Figure 1. Routed metal, one color a layer.
Scale: 3 px per um. Two of the layers only.
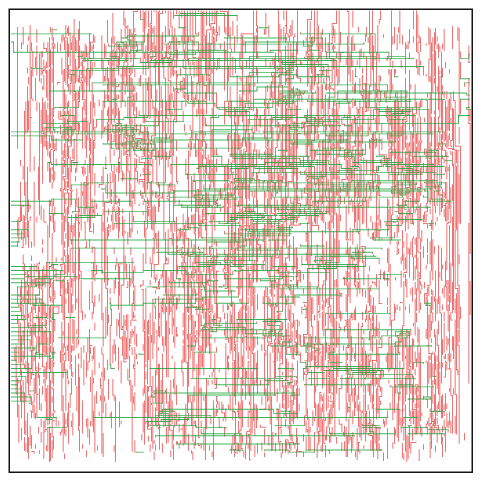
Figure 2. Wires at chosen ports, followed through buffers.
Scale: 2 px per um.
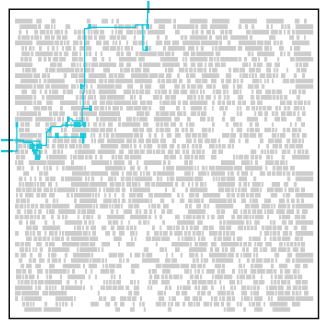
Figure 3. Cell sizes after repair.
Scale: 3 px per um.
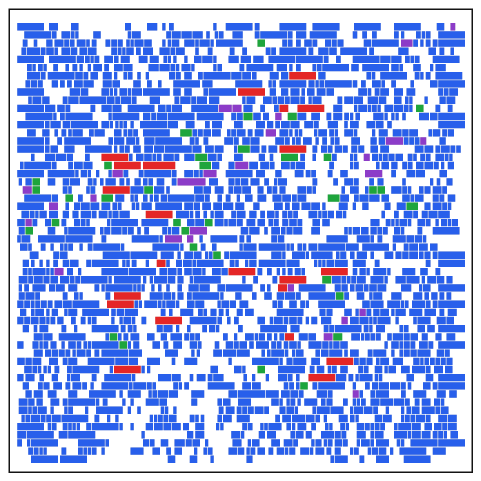
Figure 4. Cell outlines without signal wires.
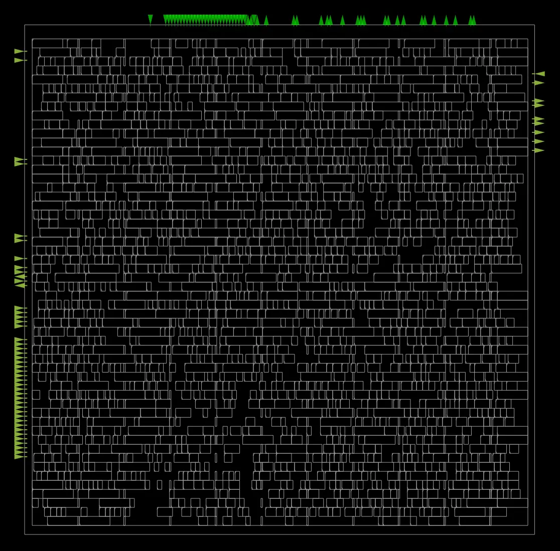
Figure 5. Ports around the boundary.
Scale: 3 px per um. Pins as bars across the die edge, other pins in gray.
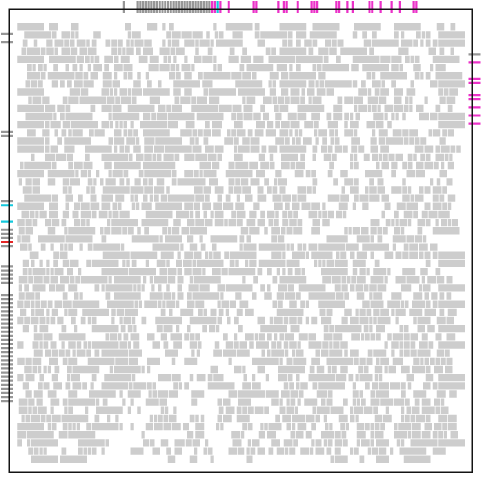
<file path="config.mk">
export PLATFORM = sky130hd
export DESIGN_NAME = riscv_muldiv_unit
export DESIGN_NICKNAME = d
export VERILOG_FILES = /design/src/rtl/riscv_muldiv_unit.sv
export SDC_FILE = /design/constraint.sdc
export NUM_CORES = 1
export LEC_CHECK = 0
export CORE_MARGIN = 2
export CORE_UTILIZATION = 65
export CTS_BUF_LIST = sky130_fd_sc_hd__clkbuf_16
export DETAILED_ROUTE_END_ITERATION = 12
export DONT_BUFFER_PORTS = 1
export PLACE_DENSITY = 0.79
export RECOVER_POWER = 50
export SLEW_MARGIN = 25
export SYNTH_ARGS = -nofsm -noshare
export SYNTH_HDL_FRONTEND = slang
export SYNTH_SLANG_ARGS = --single-unit
</file>
<file path="constraint.sdc">
create_clock -name clk -period 6.14 [get_ports clk]
set_clock_uncertainty 0.05 [all_clocks]
set_input_delay 0.921 -clock clk [delete_from_list [all_inputs] [get_ports clk]]
set_output_delay 0.921 -clock clk [all_outputs]
set_load 0.01 [all_outputs]
</file>
<file path="src/rtl/riscv_muldiv_unit.sv">
// riscv_muldiv_unit: iterative RV32M/RV64M multiply/divide unit with valid/ready handshakes
module riscv_muldiv_unit #(
  parameter int XLEN      = 32,
  parameter int STEP_BITS = 1
) (
  input  logic            clk,
  input  logic            rst,
  input  logic            flush,
  input  logic            in_valid,
  output logic            in_ready,
  input  logic [2:0]      op,
  input  logic [XLEN-1:0] a,
  input  logic [XLEN-1:0] b,
  output logic            out_valid,
  input  logic            out_ready,
  output logic [XLEN-1:0] result
);
  localparam int N  = XLEN / STEP_BITS;
  localparam int CW = (N > 1) ? $clog2(N) : 1;
  typedef enum logic [1:0] {IDLE, CALC, FIX, DONE} state_t;
  state_t            state_q, state_d;
  logic [2:0]        op_q, op_d;
  logic              sa_q, sa_d, sb_q, sb_d;
  logic [XLEN-1:0]   b_q, b_d, result_q, result_d;
  logic [2*XLEN-1:0] acc_q, acc_d, step, p_fix;
  logic [CW-1:0]     cnt_q, cnt_d;
  logic [XLEN:0]     sum;
  logic [XLEN-1:0]   a_mag, b_mag, q_fix, r_fix;
  logic              accept, sa, sb, ovf, b_zero;
  assign in_ready  = state_q == IDLE;
  assign out_valid = state_q == DONE;
  assign result    = result_q;
  always_comb begin
    accept = in_valid & in_ready & ~flush;
    sa     = a[XLEN-1] & (op == 3'b001 || op == 3'b010 || op == 3'b100 || op == 3'b110);
    sb     = b[XLEN-1] & (op == 3'b001 || op == 3'b100 || op == 3'b110);
    a_mag  = sa ? -a : a;
    b_mag  = sb ? -b : b;
    b_zero = b == '0;
    ovf    = op[2] & ~op[0] & (a == {1'b1, {(XLEN-1){1'b0}}}) & (b == '1);
    step   = acc_q;
    sum    = '0;
    // acc holds {hi, lo}: product accumulator for multiply, {remainder, quotient} for divide
    for (int i = 0; i < STEP_BITS; i++) begin
      if (op_q[2]) begin
        sum  = {step[2*XLEN-1:XLEN], step[XLEN-1]} - {1'b0, b_q};
        step = sum[XLEN] ? {step[2*XLEN-2:0], 1'b0} : {sum[XLEN-1:0], step[XLEN-2:0], 1'b1};
      end else begin
        sum  = {1'b0, step[2*XLEN-1:XLEN]} + (step[0] ? {1'b0, b_q} : '0);
        step = {sum, step[XLEN-1:1]};
      end
    end
    p_fix = (sa_q ^ sb_q) ? -acc_q : acc_q;
    q_fix = (sa_q ^ sb_q) ? -acc_q[XLEN-1:0] : acc_q[XLEN-1:0];
    r_fix = sa_q ? -acc_q[2*XLEN-1:XLEN] : acc_q[2*XLEN-1:XLEN];
    state_d  = state_q;
    op_d     = op_q;
    sa_d     = sa_q;
    sb_d     = sb_q;
    b_d      = b_q;
    acc_d    = acc_q;
    cnt_d    = cnt_q;
    result_d = result_q;
    case (state_q)
      IDLE: if (accept) begin
        op_d  = op;
        sa_d  = sa;
        sb_d  = sb;
        b_d   = b_mag;
        acc_d = {{XLEN{1'b0}}, a_mag};
        cnt_d = CW'(N - 1);
        if (op[2] & (b_zero | ovf)) begin
          state_d  = DONE;
          result_d = b_zero ? (op[1] ? a : '1) : (op[1] ? '0 : a);
        end else begin
          state_d = CALC;
        end
      end
      CALC: begin
        acc_d   = step;
        cnt_d   = cnt_q - 1'b1;
        state_d = (cnt_q == '0) ? FIX : CALC;
      end
      FIX: begin
        result_d = op_q[2] ? (op_q[1] ? r_fix : q_fix)
                           : (op_q[1:0] == 2'b00 ? p_fix[XLEN-1:0] : p_fix[2*XLEN-1:XLEN]);
        state_d  = DONE;
      end
      default: state_d = out_ready ? IDLE : DONE;
    endcase
    if (flush) state_d = IDLE;
  end
  always_ff @(posedge clk or posedge rst) begin
    if (rst) begin
      state_q  <= IDLE;
      op_q     <= '0;
      sa_q     <= 1'b0;
      sb_q     <= 1'b0;
      b_q      <= '0;
      acc_q    <= '0;
      cnt_q    <= '0;
      result_q <= '0;
    end else begin
      state_q  <= state_d;
      op_q     <= op_d;
      sa_q     <= sa_d;
      sb_q     <= sb_d;
      b_q      <= b_d;
      acc_q    <= acc_d;
      cnt_q    <= cnt_d;
      result_q <= result_d;
    end
  end
endmodule

</file>
==> summary.rpt <==
PHYSICAL IMPLEMENTATION REPORT
----------------------------------------------------
[Outcome]
  Outcome ........................ finished, violations left
  Failing checks ........................ max-capacitance violations, max-slew violations

[Logic synthesis]
  Number of enable flip-flop cells ........................ 0
  Post-synth ARST share ........................ 1.00
  Post-synth area from yosys stat ........................ 14600 sq um
  Netlist area before placement ........................ between 10000 and 15000 sq um
  Cell accounting for the most synthesized area ........................ dfrtp_1
  Net count after synthesis ........................ 2077
  Portion of netlist area occupied by mux cells ........................ 0.0371

[CTS]
  CTS Hold Bufs ........................ 0
  Cts bufs inserted ........................ 17
  Clock latency on the worst-skew pair ........................ 0.44 ns

[STA]
  Share of the clock period used by the worst path after layout ........................ 0.733
  Max-slew violation count ........................ 155

[Layout]
  Finished layout cell area ........................ 15100 sq um

[Place]
  Routability congestion estimate ........................ 1.02
  Worst-case setup slack after placement ........................ around 1.9 ns

[Power and ir drop]
  Power share of the sequential group ........................ 0.262
  Leak pwr ........................ 6.00 nW
  Internal Dissipation ........................ around 3.3 mW
  Part of the total power dissipated in combinational logic ........................ 0.587
  Switching power summed over all nets ........................ about 3.5 mW

[Flow run]
  Number of maximum-capacitance violations ........................ 2
  Total tool warning count ........................ 28

[Floorplanning]
  Die Outline Area ........................ 23700 sq um

[Global route]
  Aggregate global routing overflow ........................ 0
  Busiest metal layer after global routing ........................ met2

[Setup path]
  CP Depth ........................ 7
  Startpoint of the worst-slack reg-to-reg timing path ........................ state_q[0]
  Crit path to ........................ result[12]
  Data arrival time of the critical path ........................ 4.75 ns

[Drt]
  Detailed route wirelength on metal3 ........................ 6.61 mm

[Worst hold path]
  Min-Delay Endpoint ........................ b_q[25]

----------------------------------------------------
## Picture notes: Figure 1
Green stands for M3, wire length 6610 um. Red stands for M2, wire length 21.4 mm.
routed length per placed instance: 24.0 um
routed wire length: 50.9 mm

## Picture notes: Figure 2
Cyan stands for `op`, bits 3, direction input, edge 2 west, 1 north, end cells 18, buffers 0, wire 240 um.
tally of buffers added on design ports: 0
IO Count: 106

## Picture notes: Figure 3
Purple stands for x2, cells 27, share 1.5%, most used or2_2. Red stands for x6 and larger, cells 22, share 1.2%, most used clkbuf_16. Blue stands for x1 and smaller, cells 1761, share 95%, most used o21ai_0. Green stands for x3 and x4, cells 34, share 1.8%, most used buf_4.
layout overhead on the synthesized area: 3.67%
crit path setup slack, layout: 1.64 ns

## Picture notes: Figure 4
sequential cell count: 140
standard-cell row count: 54
core area: 22000 sq um
well tap count: 280

## Picture notes: Figure 5
Cyan stands for `op`, pins 3, direction input, edge 2 west, 1 north. Magenta stands for `result`, pins 32, direction output, edge 24 north, 8 east. Red stands for `out_ready`, pins 1, direction input, edge west.
width of the die: 154 um
die height: 154 um

==> stage by stage <==
stage          instances  hold slack (ns)  utilization
2_1_floorplan       1932            0.400            -
3_3_place_gp        2092            0.412        0.664
3_5_place_dp        2092            0.421        0.664
4_1_cts             2124            0.435        0.690
5_1_grt             2124            0.461        0.689
6_report            2124            0.433        0.689
==> registers in the layout, indices dropped and copies added (netlist names) <==
signal,flops
sa_q,1
sb_q,1
state_q,2
result,32
cnt_q,5
b_q,32
acc_q,64
op_q,3
==> layout make-up <==
type / instances / area, sq um
Tap cell: 280 / 350
Clock buffer: 17 / 425
Clock inverter: 15 / 139
Fill cell: 1858 / 6830
Inverter: 65 / 244
Timing Repair Buffer: 20 / 144
Multi-Input combinational cell: 1587 / 10300
Sequential cell: 140 / 3500
No activity file was given, so power comes from the tool's default toggle rates.
